Pin map:
Pins as bars across the die edge, other pins in grey.
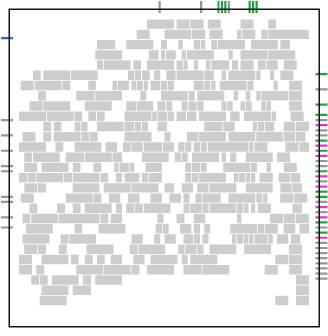
Signal wires by layer:
Scale bar: 20 µm.
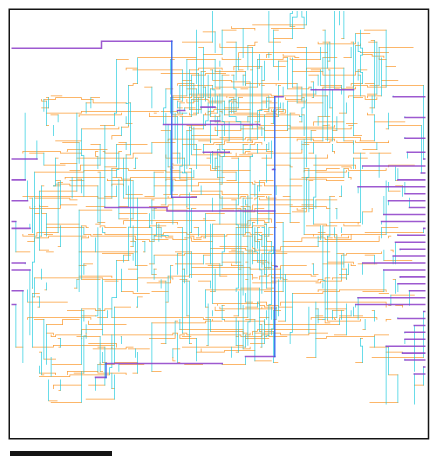
Clock nets:
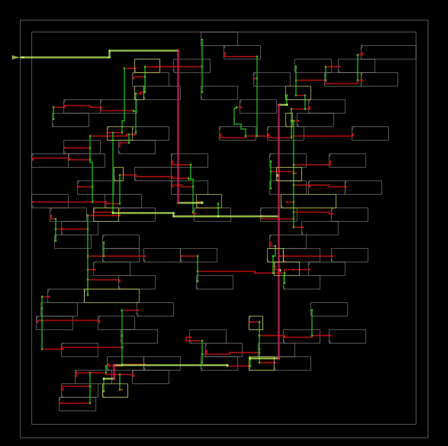
==> config.mk <==
export PLATFORM = sky130hd
export DESIGN_NAME = gpio_input_mirror
export DESIGN_NICKNAME = d
export VERILOG_FILES = /design/src/rtl/gpio_input_mirror.sv
export SDC_FILE = /design/constraint.sdc
export NUM_CORES = 1
export LEC_CHECK = 0
export CAP_MARGIN = 0
export CORE_AREA = 2 2 80 82
export DETAILED_ROUTE_END_ITERATION = 16
export DIE_AREA = 0 0 82 84
export PLACE_DENSITY = 0.75
export SETUP_SLACK_MARGIN = 0.05
export SLEW_MARGIN = 0
export SYNTH_ARGS = -nofsm -noshare
export SYNTH_HDL_FRONTEND = slang
export SYNTH_SLANG_ARGS = --single-unit
==> constraint.sdc <==
create_clock -name clock -period 3.1 [get_ports clock]
set_input_delay 0.93 -clock clock [delete_from_list [all_inputs] [get_ports clock]]
set_output_delay 0.93 -clock clock [all_outputs]
set_load 0.03 [all_outputs]
==> reports/metrics.yaml <==
initCoreUtil_pct: 47.5
via_per_inst: 5.11
critical_path.top_delay_family: "buffers and inverters"
common_cells: "dfxtp_1 (77), nand2_1 (38), a21oi_1 (32)"
ir_worst_vdd_mv: 0.353
leakagePower_nw: 1.36
synth-cells-yosys: 304
grt_overflow_total: 0
gp_congestion: 0.828
yosys-top-cells-area: "dfxtp_1 (53%), a21oi_1 (5.5%), and2_1 (5.2%), nand2_1 (4.9%), xnor2_1 (4.8%)"
grt_pass1_vias: 1996
hold_depth: 1
fin_cells: 429
synth-async-reset-ratio_pct: 0
flop_cell: "dfxtp_1"
cp.buffers_inverters: 2
ys_ff: 78
maxSlewViolCount: 0
ys_top_logic_family: "simple AND/OR/NAND/NOR gates"
cts.reportedPaths.clkPinSlew_ns: 0.07
cp_max_fo: 1
rr_worst_depth: 5
ant_nets: 0
crit_path_start_kind: "primary input"
grt_pass1_wl_mm: 9.23
row_count: 29
crit_required_ns: 2.17
synth.cellmix.compoundShare_pct: 9.43
holdBufCountCts: 0
yosysTopAreaCell: "dfxtp_1"
htreeDepth: 3
ys_sh_xor_pct: 7.57
edf_count: 1
cp.arrival_ns: 1.76
yosys.stat.seqShare_pct: 54.3
synthCells: 304
outcome: "completed"
ys_sh_mux_pct: 0.346
antenna_found_initial: 0
grt_setup_unrepaired: "false"
critPathMaxStageDelay_ns: 0.49
die-area_um2: 6890
post-dp-hpwl_mm: 3.95
finalHoldViolCount: 0
cts-root-buf: "clkbuf_8"
syn_avg_cell_area_um2: 9.52
ys_chip_area_um2: 2890
drive_above_1_share_pct: 7.95
cts_buffers: 9
warning_count: 26
cap_violations: 0
syn-num-nets: 327
crit_chain: "clkdlybuf4s50_1, xor2_1, buf_4"
period_minus_slack_ns: 2.69
slew_headroom_pct: 31.1
cts_sinks: 78
drtIter0Drc: 142
timing.fmax_mhz: 372
synthSimpleGateAreaFrac_pct: 22.3
fin_setup_tns_ns: 0
core_region_area_um2: 6100
worst_pin_slew_ns: 1.03
cts_resized: 0
ys_sh_adder_pct: 0.865
cp-end-kind: "output port"
cts_tree: "done"
io-pin-count: 55
first_pass_iters: 4
skew_ns: 0.0134
cp_num_cells: 3
setup_viol: 0
areaGrowthSynthToFinish_pct: 24.7
ctsLongestPathBuffers: 2
diodes: 0
powerDensity_nw_per_um2: 549
dp_cells: 413
grt_max_degree: 41
finalCritPeriodShare_pct: 86.8
critPathSlowestCell: "clkdlybuf4s50_1"
power_w: 0.00198
netlist_area_um2: 2890
drc: 0
reg2reg_slack_ns: 1.18
final.fill_count: 536
most_common_cell: "dfxtp_1"
nets: 370
hold_path_class: "register to register"
yosys.area.top_type_share_pct: 53.3
postCtsSetupBuffers: 0
synth_cell_types: 33
crit_type: "primary input to output port"
yosys_warnings: 0
Back to the opening pictures, 'pin map':
gpo: drawn in magenta, pins 8, direction output, edge right. clock: drawn in blue, pins 1, direction input, edge left. rd_data: drawn in green, pins 16, direction output, edge 10 right, 6 top.
All pins by edge: 36 right, 10 left, 9 top.
Port Buf Inserts: 54
Die X: 82 µm

Back to the opening pictures, 'signal wires by layer':
M3: drawn in purple, wire length 361 µm. M4: drawn in blue, wire length 84.3 µm. M1: drawn in orange, wire length 2710 µm. M2: drawn in cyan, wire length 2430 µm.
Total GRT Usage: 17.4%
Post-Route WL: 5.59 mm
drt wl/cell: 13.0 µm
DR vias: 2194

Back to the opening pictures, 'clock nets':
Insertion Delay late pin: 0.35 ns
clkbuf count: 10

placed cells by master, fill, tap and decap left out, drive strengths merged, types with 2 or more instances in the layout:
master	count
nand3	15
clkdlybuf4s50	46
buf	11
bufinv	2
or4	7
or3	2
o21ai	11
nor4	3
nor3	5
inv	3
and2	24
a21oi	32
clkinv	3
nand2	38
o31ai	5
and3	16
dfxtp	77
nand4	4
xor2	9
xnor2	16
nor2b	2
clkbuf	10
ha	2
logic make-up after synthesis:
group,Yosys count
buffers and inverters,28
DFF,78
muxes,1
xor gates and xnor gates,25
AOI/OAI and AO/OA,50
adders and majority gates,2
and+or+nand+nor,120
through the flow:
stage                     worst slack [ns]  instance area, µm²  hold WS [ns]  util [%]
after floorplan                      0.758                2890         0.412         -
after global placement               0.361                3390         0.417      55.7
after detailed placement             0.323                3390         0.417      55.7
after CTS                            0.395                3610         0.434      59.2
after global routing                 0.380                3610         0.450      59.2
final                                0.409                3610         0.434      59.2
routing by layer:
layer | vias up | track usage [%] | part of all wire, % | wire (µm)
met3 | 9 | 4.22 | 6.5 | 361
met5 | - | 0 | 0 | 0
met2 | 68 | 25.5 | 44 | 2430
li1 | 1114 | - | - | -
met1 | 1003 | 23.3 | 48 | 2710
met4 | 0 | 9.55 | 1.5 | 84
layout make-up:
class	count	area [µm²]	area share [%]
Inverter	3	11.3	0.312
Clock buffer	10	128	3.54
Multi-Input combinational cell	198	1170	32.5
Timing Repair Buffer	57	543	15.0
Sequential cell	78	1570	43.6
Tap cell	77	96.3	2.67
Clock inverter	6	86.3	2.39
power by group:
part	switching (W)	internal [W]
clock network	0.000358	0.000452
registers	0.0000104	0.00102
logic	0.0000790	0.0000621
total	0.000448	0.00153
Power and IR drop assume default switching activity.
